==> config.mk <==
export PLATFORM = sky130hd
export DESIGN_NAME = game_session_ctrl
export DESIGN_NICKNAME = d
export VERILOG_FILES = /design/src/rtl/game_session_ctrl.sv
export SDC_FILE = /design/constraint.sdc
export NUM_CORES = 1
export LEC_CHECK = 0
export ABC_AREA = 1
export CAP_MARGIN = 15
export CELL_PAD_IN_SITES_DETAIL_PLACEMENT = 0
export CELL_PAD_IN_SITES_GLOBAL_PLACEMENT = 1
export CORE_AREA = 10 10 70 72
export CTS_CLUSTER_DIAMETER = 50
export DETAILED_ROUTE_END_ITERATION = 7
export DIE_AREA = 0 0 80 82
export PLACE_DENSITY = 0.77
export SLEW_MARGIN = 10
export SYNTH_ARGS = -nofsm -noshare
export SYNTH_HDL_FRONTEND = slang
export SYNTH_SLANG_ARGS = --single-unit
==> constraint.sdc <==
create_clock -name Clk -period 1.21 [get_ports Clk]
set_input_delay 0.242 -clock Clk [delete_from_list [all_inputs] [get_ports Clk]]
set_output_delay 0.242 -clock Clk [all_outputs]
set_load 0.05 [all_outputs]
==> src/rtl/game_session_ctrl.sv <==
// ---------------------------------------------------------------------------
// game_session_ctrl
//
// Session FSM gating in-game functions after login. Sits under the access
// controller next to the authentication block and drives one-cycle event
// pulses, enables, difficulty, lives and a mode code to the game datapath.
//
// Optional feature macro: GAME_SESSION_PAUSE_EN
//   defined   : PauseBtn port exists, PAUSE state (Mode 7) available.
//   undefined : no PauseBtn port, Mode never reaches 7.
//
// Parameters
//   DIFF_W       width of Difficulty
//   MAX_DIFF     difficulty saturation value (< 2**DIFF_W)
//   LIVES        lives per game (>= 1)
//   DISP_SECS    OneSecPulse count spent in GBL_DISP / PASS / FAIL
//   LOGOUT_HOLD  Clk cycles spent in LOGOUT before NewGamePulse (>= 1)
//
// Ports
//   Clk                in   system clock, rising edge
//   Reset              in   synchronous active-high reset
//   Authenticated      in   level, login accepted (sampled only in IDLE)
//   GameStartBtn       in   one-cycle press
//   LogOutBtn          in   one-cycle press
//   PauseBtn           in   one-cycle press (GAME_SESSION_PAUSE_EN only)
//   CrashDetected      in   level, player collision
//   LEDTrackerTimeOut  in   level, round survived
//   OneSecPulse        in   one-cycle 1 Hz strobe
//   NewGamePulse       out  new session / clear scores
//   PassedRoundPulse   out  round passed
//   GameOverPulse      out  round start or final life lost
//   LogOutPulse        out  logout accepted
//   EnableGameElements out  level, asteroids/player active
//   EnableTimer        out  level, session timer runs
//   Difficulty         out  current level
//   LivesLeft          out  remaining lives
//   Mode               out  0 IDLE,1 GBL_DISP,2 PER_DISP,3 PASS,4 FAIL,
//                           5 PLAY,6 LOGOUT,7 PAUSE
// ---------------------------------------------------------------------------
module game_session_ctrl #(
  parameter int unsigned DIFF_W      = 2,
  parameter int unsigned MAX_DIFF    = 3,
  parameter int unsigned LIVES       = 3,
  parameter int unsigned DISP_SECS   = 5,
  parameter int unsigned LOGOUT_HOLD = 2,
  localparam int unsigned LIVES_W    = $clog2(LIVES + 1)
) (
  input  logic               Clk,
  input  logic               Reset,
  input  logic               Authenticated,
  input  logic               GameStartBtn,
  input  logic               LogOutBtn,
`ifdef GAME_SESSION_PAUSE_EN
  input  logic               PauseBtn,
`endif
  input  logic               CrashDetected,
  input  logic               LEDTrackerTimeOut,
  input  logic               OneSecPulse,
  output logic               NewGamePulse,
  output logic               PassedRoundPulse,
  output logic               GameOverPulse,
  output logic               LogOutPulse,
  output logic               EnableGameElements,
  output logic               EnableTimer,
  output logic [DIFF_W-1:0]  Difficulty,
  output logic [LIVES_W-1:0] LivesLeft,
  output logic [2:0]         Mode
);

  // One counter serves both the display-second count and the logout hold.
  localparam int unsigned CNT_MAX = (DISP_SECS > LOGOUT_HOLD) ? DISP_SECS : LOGOUT_HOLD;
  localparam int unsigned CNT_W   = $clog2(CNT_MAX + 1);

  localparam logic [CNT_W-1:0]   DISP_CNT   = CNT_W'(DISP_SECS);
  localparam logic [CNT_W-1:0]   HOLD_LOAD  = CNT_W'(LOGOUT_HOLD - 1);
  localparam logic [LIVES_W-1:0] LIVES_INIT = LIVES_W'(LIVES);
  localparam logic [DIFF_W-1:0]  DIFF_MAX   = DIFF_W'(MAX_DIFF);

  // Encodings equal the Mode output code, so Mode is the state register.
  typedef enum logic [2:0] {
    S_IDLE     = 3'd0,
    S_GBL_DISP = 3'd1,
    S_PER_DISP = 3'd2,
    S_PASS     = 3'd3,
    S_FAIL     = 3'd4,
    S_PLAY     = 3'd5,
    S_LOGOUT   = 3'd6
`ifdef GAME_SESSION_PAUSE_EN
    ,S_PAUSE   = 3'd7
`endif
  } state_e;

  state_e             state_q, state_d;
  logic [CNT_W-1:0]   cnt_q, cnt_d;
  logic [CNT_W-1:0]   cnt_inc;
  logic [DIFF_W-1:0]  diff_q, diff_d;
  logic [LIVES_W-1:0] lives_q, lives_d;
  logic               new_game_q, new_game_d;
  logic               passed_q, passed_d;
  logic               over_q, over_d;
  logic               logout_q, logout_d;
  logic               en_game_q, en_game_d;
  logic               en_timer_q, en_timer_d;
  logic               go_logout;

  assign cnt_inc = cnt_q + 1'b1;

  // -------------------------------------------------------------------------
  // Next-state and registered-output logic
  // -------------------------------------------------------------------------
  always_comb begin
    state_d    = state_q;
    cnt_d      = cnt_q;
    diff_d     = diff_q;
    lives_d    = lives_q;
    new_game_d = 1'b0;
    passed_d   = 1'b0;
    over_d     = 1'b0;
    logout_d   = 1'b0;
    go_logout  = 1'b0;

    case (state_q)
      S_IDLE: begin
        cnt_d = '0;
        if (Authenticated) begin
          state_d    = S_GBL_DISP;
          new_game_d = 1'b1;
        end
      end

      S_GBL_DISP, S_PASS, S_FAIL: begin
        // Logout wins over an expiring display on the same cycle.
        if (LogOutBtn) begin
          go_logout = 1'b1;
        end else if (OneSecPulse) begin
          if (cnt_inc == DISP_CNT) begin
            cnt_d = '0;
            if (state_q == S_GBL_DISP) begin
              state_d = S_PER_DISP;
            end else if (state_q == S_PASS) begin
              state_d = S_PER_DISP;
              if (diff_q < DIFF_MAX) begin
                diff_d = diff_q + 1'b1;
              end
            end else if (lives_q != '0) begin
              state_d = S_PER_DISP;
            end else begin
              // Last life spent: restart the game from the global display.
              state_d = S_GBL_DISP;
              diff_d  = '0;
              lives_d = LIVES_INIT;
            end
          end else begin
            cnt_d = cnt_inc;
          end
        end
      end

      S_PER_DISP: begin
        if (GameStartBtn) begin
          state_d = S_PLAY;
          over_d  = 1'b1;
        end else if (LogOutBtn) begin
          go_logout = 1'b1;
        end
      end

      S_PLAY: begin
        // LogOutBtn deliberately not examined while playing.
        if (LEDTrackerTimeOut) begin
          state_d  = S_PASS;
          passed_d = 1'b1;
          cnt_d    = '0;
        end else if (CrashDetected) begin
          state_d = S_FAIL;
          cnt_d   = '0;
          if (lives_q != '0) begin
            lives_d = lives_q - 1'b1;
          end
          if (lives_q <= LIVES_W'(1)) begin
            over_d = 1'b1;
          end
        end
`ifdef GAME_SESSION_PAUSE_EN
        else if (PauseBtn) begin
          state_d = S_PAUSE;
        end
`endif
      end

      S_LOGOUT: begin
        diff_d  = '0;
        lives_d = LIVES_INIT;
        if (cnt_q == '0) begin
          state_d    = S_IDLE;
          new_game_d = 1'b1;
        end else begin
          cnt_d = cnt_q - 1'b1;
        end
      end

`ifdef GAME_SESSION_PAUSE_EN
      S_PAUSE: begin
        if (PauseBtn) begin
          state_d = S_PLAY;
        end else if (LogOutBtn) begin
          go_logout = 1'b1;
        end
      end
`endif

      default: begin
        state_d = S_IDLE;
        cnt_d   = '0;
      end
    endcase

    // Common LOGOUT entry shared by every state that accepts a logout.
    if (go_logout) begin
      state_d  = S_LOGOUT;
      logout_d = 1'b1;
      cnt_d    = HOLD_LOAD;
      diff_d   = '0;
      lives_d  = LIVES_INIT;
    end

    en_game_d  = (state_d == S_PLAY);
`ifdef GAME_SESSION_PAUSE_EN
    en_timer_d = (state_d != S_IDLE) && (state_d != S_PAUSE);
`else
    en_timer_d = (state_d != S_IDLE);
`endif
  end

  // -------------------------------------------------------------------------
  // State and output registers
  // -------------------------------------------------------------------------
  always_ff @(posedge Clk) begin
    if (Reset) begin
      state_q    <= S_IDLE;
      cnt_q      <= '0;
      diff_q     <= '0;
      lives_q    <= LIVES_INIT;
      new_game_q <= 1'b0;
      passed_q   <= 1'b0;
      over_q     <= 1'b0;
      logout_q   <= 1'b0;
      en_game_q  <= 1'b0;
      en_timer_q <= 1'b0;
    end else begin
      state_q    <= state_d;
      cnt_q      <= cnt_d;
      diff_q     <= diff_d;
      lives_q    <= lives_d;
      new_game_q <= new_game_d;
      passed_q   <= passed_d;
      over_q     <= over_d;
      logout_q   <= logout_d;
      en_game_q  <= en_game_d;
      en_timer_q <= en_timer_d;
    end
  end

  assign NewGamePulse       = new_game_q;
  assign PassedRoundPulse   = passed_q;
  assign GameOverPulse      = over_q;
  assign LogOutPulse        = logout_q;
  assign EnableGameElements = en_game_q;
  assign EnableTimer        = en_timer_q;
  assign Difficulty         = diff_q;
  assign LivesLeft          = lives_q;
  assign Mode               = state_q;

endmodule
Fig. 1: run 1, metal 1
Bar = 20 um. Supply wires on this layer in grey.
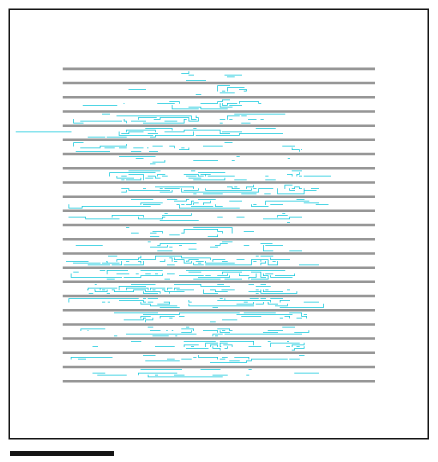
share of all routed wire: 39%
nets with wire on the layer: 215
main direction: horizontal
longest straight run: 18.9 um
wire length on this layer: 1360 um

Fig. 2: run 1, metal 2
Cells faint in the background.
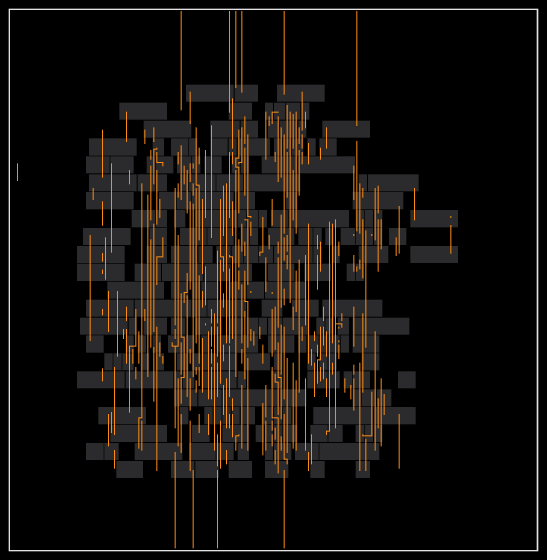
wire length on this layer: 1910 um
longest straight run: 35.5 um
share of all routed wire: 54%

Fig. 3: run 1, signal wires on met3
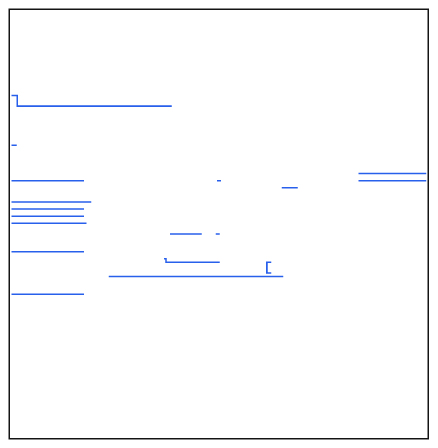
main direction: horizontal
share of all routed wire: 6.0%
wire length on this layer: 212 um
longest straight run: 33.1 um

Fig. 4: run 1, routed metal per tile
16 x 16 tiles, from dark blue (low) to red (high), scaled to the fullest tile. Values are wire area over tile area, all layers added.
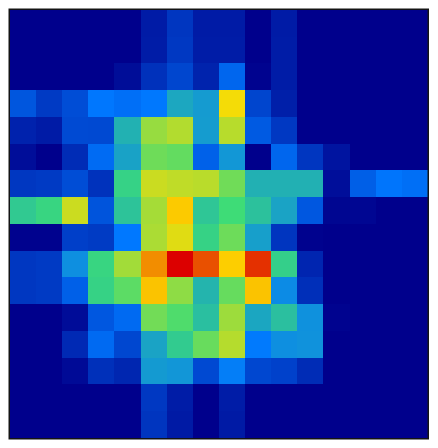
nearly empty tiles: 43%
emptiest ninth of the die: upper right
fullest tile: 0.48
mean over tiles: 0.085
tiles over half the peak: 13%

[run 1: sequential cells by signal, indices dropped and copies added (netlist names)]
| signal | count |
|---|---|
| Difficulty | 2 |
| Mode | 3 |
| GameOverPulse | 1 |
| PassedRoundPulse | 1 |
| LivesLeft | 2 |
| cnt_q | 3 |
| EnableGameElements | 1 |
| NewGamePulse | 1 |
| LogOutPulse | 1 |
| EnableTimer | 1 |
[run 1: path summary, 6_finish.rpt]
| path | start | cells after the start | endpoint |
|---|---|---|---|
| setup reg to reg | cnt_q[1] | 11 | EnableTimer |
| hold reg to reg | Difficulty[1] | 2 | Difficulty[1] |
| setup / recovery | cnt_q[1] | 11 | EnableTimer |
| hold / removal | Difficulty[1] | 2 | Difficulty[1] |
[run 1: per-stage QoR]
stage | total power [uW] | setup TNS, ns | cell area [um^2] | setup WS (ns)
2_1_floorplan | 2750 | -0.966 | 1160 | -0.149
5_1_grt | 5320 | -3.32 | 2060 | -0.295
6_report | 4960 | -1.83 | 2060 | -0.168
4_1_cts | 4600 | -1.87 | 1920 | -0.156
3_3_place_gp | 3850 | -3.95 | 1740 | -0.348
3_5_place_dp | 3900 | -4.44 | 1740 | -0.397
[run 1: final cells by class]
type / instances / area [um^2] / area share
Sequential cell: 16 / 350 / 0.170
Tap cell: 48 / 60.1 / 0.0291
Clock buffer: 4 / 36.3 / 0.0176
Inverter: 28 / 120 / 0.0583
Multi-Input combinational cell: 128 / 886 / 0.430
Timing Repair Buffer: 54 / 608 / 0.295
[run 1: timing repair]
item	4_1_cts	5_1_grt
buffers inserted	2	6
cloned	1	0
hold buffers	0	0
pin swaps	21	16
endpoints found under the setup margin	17	18
resized	38	29
[run 1: power by group through the flow]
stage	Combinational (uW)	Sequential [uW]	Clock (uW)
after floorplan	1490	1260	0
after global placement	2930	919	0
after detailed placement	2980	920	0
after CTS	3280	949	374
after global routing	3950	980	397
final	3630	956	369
[run 1: routing by layer]
metal | vias up | GRT usage
li1 | 653 | -
met1 | 595 | 0.115
met3 | 5 | 0.0371
met4 | 0 | 0.0370
met2 | 22 | 0.184
met5 | - | 0
[run 1: worst register-to-register path, delay by kind of cell, from the launching register on]
| family | cells | cell delay [ns] |
|---|---|---|
| buf+inv | 2 | 0.13 |
| flops | 1 | 0.38 |
| fa+ha+maj | 1 | 0.14 |
| simple gates | 8 | 0.64 |
[run 1: logic make-up (layout without fill, tap and decap cells)]
| kind of cell | Yosys count | in the layout | synth area share |
|---|---|---|---|
| AOI/OAI and AO/OA | 13 | 13 | 0.0707 |
| adders and majority gates | 5 | 5 | 0.0589 |
| buffers and inverters | 29 | 86 | 0.110 |
| DFF | 16 | 16 | 0.302 |
| and+or+nand+nor | 109 | 110 | 0.459 |
[run 1: placed cells by master, fill, tap and decap left out, drive strengths merged]
cell / n
dfxtp: 16
a31oi: 2
inv: 28
buf: 47
ha: 5
nand3: 23
nand2: 53
nor2: 30
o21ai: 6
a21oi: 5
nor3: 3
or2: 1
clkdlybuf4s50: 7
clkbuf: 4
==> job_summary.md, run 1 <==
## Synthesis and layout report

| Metric | Value |
|---|---|
| Fmax | approximately 730 MHz |
| Synth top area cells | dfxtp_1 30%, nand2_1 17%, nand3_1 9.9% |
| Clock root buffer | clkbuf_4 |
| Non-filler cells, final | 278 |
| Yosys cell types | 20 |
| Vias per inst | 4.59 |
| Leak Pwr | 0.000981 uW |
| WL/cell | roughly 13 um |
| Placed insts | between 200 and 300 |
| CTS clock-pin slew for the worst setup and hold paths | around 0.1 ns |
| Clock Skew | about 0.0090 ns |
| Failing checks | setup timing |
| Slew headroom | 0.826 |
| Met3 wire length | 211 um |
| Routed WL | ~3500 um |
| Type of origin of the critical path | flop |
| Clock tree buffer depth | 2 |
| Min Tclk post-route | around 1.4 ns |
| Die Y-Extent | around 82 um |
| Num Clock Sinks | 16 |
| Post-synth top area cell | dfxtp_1 |
| Status | complete, but fails checks |
| Clk latency late pin | approximately 0.30 ns |
| Final-report setup violation count | 16 |
| Syn Nets | approximately 190 |
| Final GP Congestion | slightly above 0.8 |
| Number of enable flip-flop cells | 0 |
| CORE AREA | around 3600 um^2 |
| HP Class | flop to flop |
| Post-DP HPWL | between 2000 and 3000 um |
| Crit-path slowest cell | dfxtp_4 |
| Nets | about 240 |
| Max-Cap Viols | 0 |
| Initial drt markers | 34 |
| Initial antenna violation count | 0 |
| Largest net degree at the start of global routing | 10 |
| Final WS setup | -0.168 ns |
Fig. 5: run 1, track usage over the die
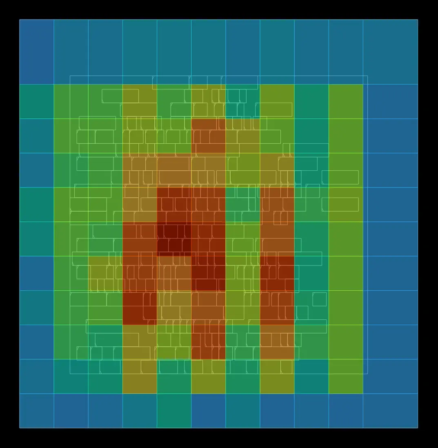

==> inputs of run 2 (changes only) <==
- CORE_AREA: 10 10 70 72 -> 10 10 73 75
- DIE_AREA: 0 0 80 82 -> 0 0 83 85
- PLACE_DENSITY: 0.77 -> 0.71
Fig. 6: run 2, track usage over the die
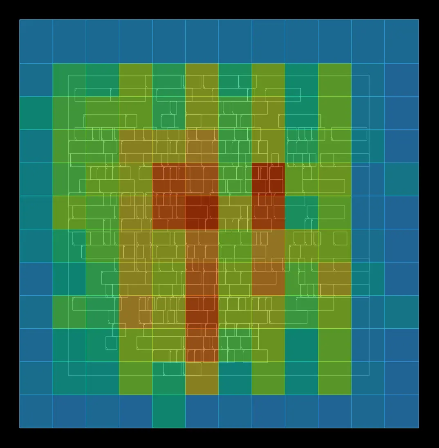
met3 global-route usage: 0.0306
post-layout util: 0.566
gr busiest metal: met2
WL/cell: 11.7 um

Fig. 7: run 2, signal wires on met3
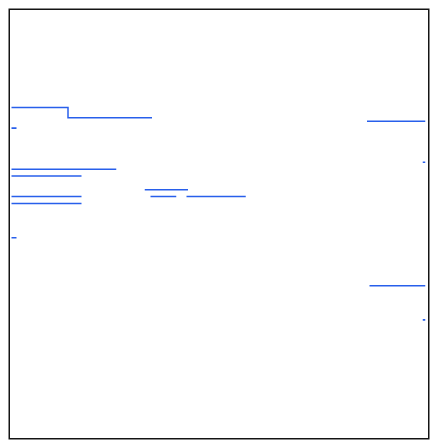
longest straight run: 20.5 um
nets with wire on the layer: 12
main direction: horizontal
wire length on this layer: 139 um
share of all routed wire: 4.1%

==> job_summary.md, run 2 <==
## Synthesis and layout report

| Metric | Value |
|---|---|
| Initial antenna violation count | 0 |
| Clock tree buffer depth | 2 |
| Type of origin of the critical path | flop |
| Crit. Startpoint | cnt_q[1] |
| Routed WL | 3410 um |
| Synth mux share | 0 |
| Max-Cap Viols | 0 |
| Syn Nets | 185 |
| Failing checks | setup timing |
| Sequential cell area | 350 um^2 |
| Post-synth top area cell | dfxtp_1 |
| Simple Share, Synth | 0.459 |
| Worst R2R End | EnableTimer |
| Leak Pwr | 0.00106 uW |
| Synth top area cells | dfxtp_1 30%, nand2_1 17%, nand3_1 9.9% |
| Adder-Cell Fraction of Synth Area | 0.0589 |
| Most common logic cell in the routed design | buf_4 |
| Clock root buffer | clkbuf_8 |
| Vias in the first global route | around 1300 |
| Cell Pwr Density | 2390 nW/um^2 |
| CTS clock-pin slew for the worst setup and hold paths | roughly 0.06 ns |
| Status | complete, but fails checks |
| Slew headroom | 0.849 |
| Logic area | a little over 900 um^2 |
| Dominant comb cell | simple AND/OR/NAND/NOR gates |
| Non-filler cells, final | between 200 and 300 |
| Placed insts | approximately 280 |
| Final GP Congestion | approximately 0.79 |
| Hold Path Stages | 3 |
| Final-report setup violation count | 15 |
| Nets | about 260 |
| CORE AREA | a little under 4000 um^2 |
| Num Clock Sinks | 16 |
| Die Y-Extent | ~85 um |
| HP Class | flop to flop |
| Worst setup path end | EnableTimer |
| Yosys cell types | 20 |
| Number of enable flip-flop cells | 0 |
| Worst flop-to-flop path startpoint | cnt_q[1] |
| Post-DP HPWL | 2600 um |
| XORs/XNORs by Area | 0 |
| Initial drt markers | about 50 |
| Final WS setup | -0.153 ns |
| Fmax | ~730 MHz |
| Top Layout Cells | 37 x buf_4, 36 x nand2_1, 18 x inv_1 |
| Sequential area share after synthesis | 0.302 |
[run 2: cell counts after synthesis]
No cell type changed its count.
[run 2: how the worst min path moves through the flow]
| stage | from | slack (ns) | endpoint |
|---|---|---|---|
| 6_report | LivesLeft[1] | 0.58 | LivesLeft[1] |
| 5_1_grt | LivesLeft[1] | 0.62 | LivesLeft[1] |
| 4_1_cts | LivesLeft[1] | 0.58 | LivesLeft[1] |
| 3_5_place_dp | LivesLeft[1] | 0.56 | LivesLeft[1] |
| 3_3_place_gp | LivesLeft[1] | 0.57 | LivesLeft[1] |
| 2_1_floorplan | Reset | 0.31 | NewGamePulse |
[run 2: worst max-delay path: stages (launching register included)]
cell	delay [ns]
dfxtp_4	0.38
ha_4	0.16
inv_2	0.04
nand2_2	0.06
nand3_4	0.09
nor2_4	0.15
nand2_2	0.08
nand3_2	0.07
nand2_2	0.06
nand3_2	0.09
nand3_1	0.07
[run 2: metrics by stage]
| step | TNS (ns) | hold slack [ns] | total power [uW] | instance area, um^2 | setup slack (ns) |
|---|---|---|---|---|---|
| after global routing | -2.90 | 0.618 | 5710 | 2220 | -0.267 |
| after CTS | -1.54 | 0.582 | 4960 | 2090 | -0.154 |
| after floorplan | -0.966 | 0.311 | 2750 | 1160 | -0.149 |
| final | -1.57 | 0.575 | 5290 | 2220 | -0.153 |
| after global placement | -4.36 | 0.569 | 4010 | 1830 | -0.416 |
| after detailed placement | -4.44 | 0.564 | 4020 | 1830 | -0.416 |
[run 2: where the power goes]
group          internal (uW)  total [uW]  switching (uW)
combinational           1840        3860            2020
sequential               713         952             240
clock                    289         477             188
[run 2: layout make-up]
cell class / instances / share of cell area
inverter: 28 / 0.0542
clock buffer: 4 / 0.0248
timing repair buffer: 65 / 0.319
multi-input combinational: 128 / 0.416
tap: 50 / 0.0282
sequential: 16 / 0.158
[run 2: what timing repair did]
item | in CTS | in global routing
gates resized | 46 | 31
hold buffers | 0 | 0
buffers inserted | 5 | 4
endpoints found under the setup margin | 14 | 17
gates cloned | 1 | 0
pin swaps | 21 | 18
[run 2: layer usage]
| layer | up-vias | GRT usage | wire length [um] |
|---|---|---|---|
| met4 | 0 | 0.0186 | 15 |
| li1 | 684 | - | - |
| met2 | 15 | 0.173 | 1800 |
| met3 | 2 | 0.0306 | 139 |
| met1 | 563 | 0.101 | 1460 |
| met5 | - | 0 | 0 |
[run 2: kinds of logic (layout without fill, tap and decap cells)]
group | count (synthesis) | after routing
and+or+nand+nor | 109 | 110
AOI/OAI and AO/OA | 13 | 13
DFF | 16 | 16
adders and majority gates | 5 | 5
buffers and inverters | 29 | 97
Fig. 8: run 2, metal 2
Cells faint in the background.
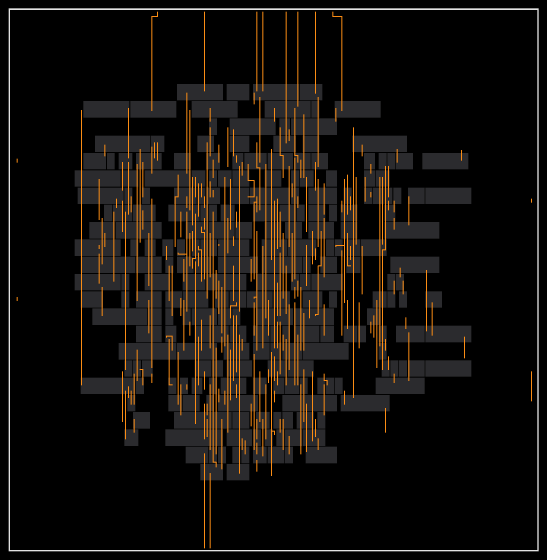

==> inputs of run 3 (changes only) <==
- CORE_AREA: 10 10 73 75 -> 5 5 68 70
- DIE_AREA: 0 0 83 85 -> 0 0 73 75
Fig. 9: run 3, metal 2
Cells faint in the background.
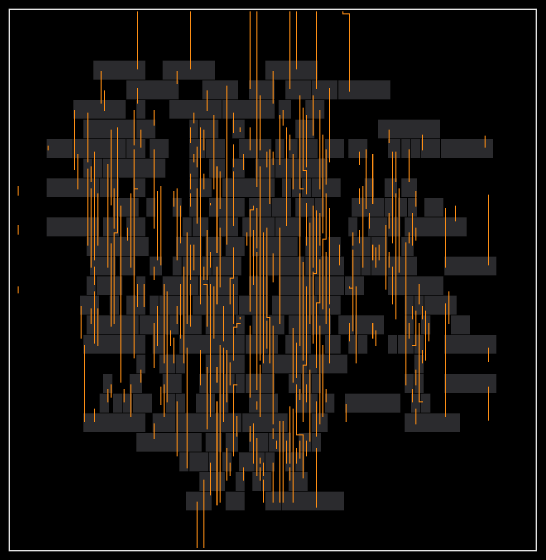
wire length on this layer: 1740 um
longest straight run: 28.9 um
nets with wire on the layer: 209
share of all routed wire: 53%

Fig. 10: run 3, metal 1
Bar = 20 um. Supply wires on this layer in grey.
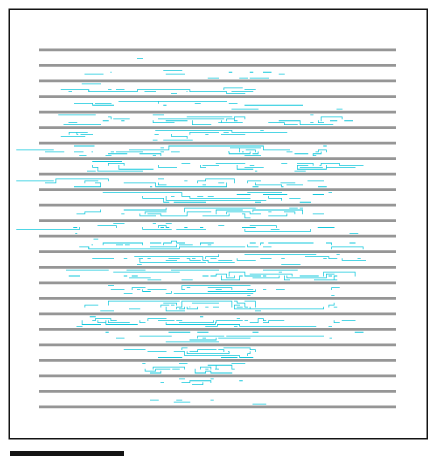
longest straight run: 18.9 um
main direction: horizontal
nets with wire on the layer: 215

==> job_summary.md, run 3 <==
## Synthesis and layout report

| Metric | Value |
|---|---|
| Final-report setup violation count | 13 |
| HP Class | flop to flop |
| Non-filler cells, final | roughly 290 |
| Avg Cell Area, Syn | roughly 6.2 um^2 |
| Leak Pwr | 0.00102 uW |
| Routed WL | between 3000 and 4000 um |
| Worst R2R Path Depth | 10 |
| Nets | between 200 and 300 |
| Initial drt markers | 32 |
| Syn Nets | between 150 and 200 |
| Post-synth top area cell | dfxtp_1 |
| Post-DP HPWL | ~2500 um |
| Clock tree buffer depth | 2 |
| Type of origin of the critical path | flop |
| Die Y-Extent | 75 um |
| Clock Skew | just under 0.008 ns |
| Max incr delay on CP | between 0.3 and 0.4 ns |
| Placed insts | between 200 and 300 |
| Min Tclk post-route | 1.40 ns |
| Initial antenna violation count | 0 |
| Clock root buffer | clkbuf_8 |
| Final GP Congestion | 0.807 |
| Largest net degree at the start of global routing | 10 |
| Cell Chain, Critical Path | ha_4, inv_2, nand2_2, nand3_4, nor2_4, nor2_2, nor2_1, nand2_1, nand2_2, nand3_2 |
| Crit-path slowest cell | dfxtp_4 |
| Most used cell, CP | nand2_2 |
| PnR Total Power | between 4000 and 5000 uW |
| CORE AREA | between 3000 and 4000 um^2 |
| Hold Path Stages | 2 |
| Vias in the first global route | roughly 1300 |
| WL/cell | roughly 11 um |
| Failing checks | setup timing |
| Max-Cap Viols | 0 |
| Final WS setup | -0.194 ns |
| Cell Pwr Density | approximately 2400 nW/um^2 |
| Most common logic cell in the routed design | buf_4 |
| Synth top area cells | dfxtp_1 30%, nand2_1 17%, nand3_1 9.9% |
| Setup tns final | -1.96 ns |
| Status | complete, but fails checks |
| Chip area line of the yosys report | roughly 1100 um^2 |
| DP Worst Slack | -0.424 ns |
| Vias per inst | approximately 4.3 |
| Fmax | a little over 700 MHz |
| Top Layout Cells | 41 x buf_4, 38 x nand2_1, 19 x inv_1, 19 x nor2_1, 14 x nand2_2 |
| Clk latency late pin | 0.26 ns |
| Hold_buf cts | 0 |
| CTS clock-pin slew for the worst setup and hold paths | around 0.070 ns |
-- run 3: cell counts after synthesis --
No cell type changed its count.
-- run 3: cell families after synthesis --
group	Yosys count	share of synthesized area
flops	16	0.302
buf+inv	29	0.110
fa+ha+maj	5	0.0589
simple gates	109	0.459
compound gates	13	0.0707
-- run 3: final cells by class --
type | instances | area [um^2] | share of cell area
well taps | 50 | 62.6 | 0.0300
multi-input cells | 127 | 825 | 0.396
flip-flops and latches | 16 | 350 | 0.168
inverters | 28 | 120 | 0.0576
repair buffers | 64 | 672 | 0.322
clock buffers | 4 | 55.1 | 0.0264
-- run 3: repair_timing --
action / 4_1_cts / 5_1_grt
resized: 28 / 21
gates cloned: 0 / 0
pin swaps: 14 / 15
setup endpoints to repair: 15 / 16
buffers inserted: 7 / 2
-- run 3: path summary, 6_finish.rpt --
path         slack, ns     startpoint       endpoint
min               0.52  Difficulty[1]  Difficulty[1]
max              -0.19       cnt_q[0]    EnableTimer
max reg2reg      -0.19       cnt_q[0]    EnableTimer
min reg2reg       0.52  Difficulty[1]  Difficulty[1]
-- run 3: through the flow --
| step | hold slack, ns | util |
|---|---|---|
| after floorplan | 0.311 | - |
| final | 0.517 | 0.533 |
| after detailed placement | 0.510 | 0.460 |
| after CTS | 0.521 | 0.511 |
| after global routing | 0.554 | 0.533 |
| after global placement | 0.507 | 0.460 |
-- run 3: layer usage --
layer	track usage	routed length [um]
met5	0	0
met4	0.0451	36
met3	0.0334	97
met1	0.157	1380
met2	0.238	1740
-- run 3: report_power, final --
part	internal [uW]	total (uW)	switching, uW	leakage, uW
clock network	289	496	207	0.0000288
registers	712	950	237	0.000136
logic	1670	3530	1860	0.000859
total	2670	4970	2300	0.00102
-- run 3: worst max-delay path, delay by kind of cell (launching register included) --
| family | cells | cell delay [ns] |
|---|---|---|
| adder cells (fa/ha/maj) | 1 | 0.15 |
| buffers and inverters | 1 | 0.04 |
| flip-flops | 1 | 0.39 |
| AND/OR/NAND/NOR | 8 | 0.70 |
Power and IR drop assume default switching activity.
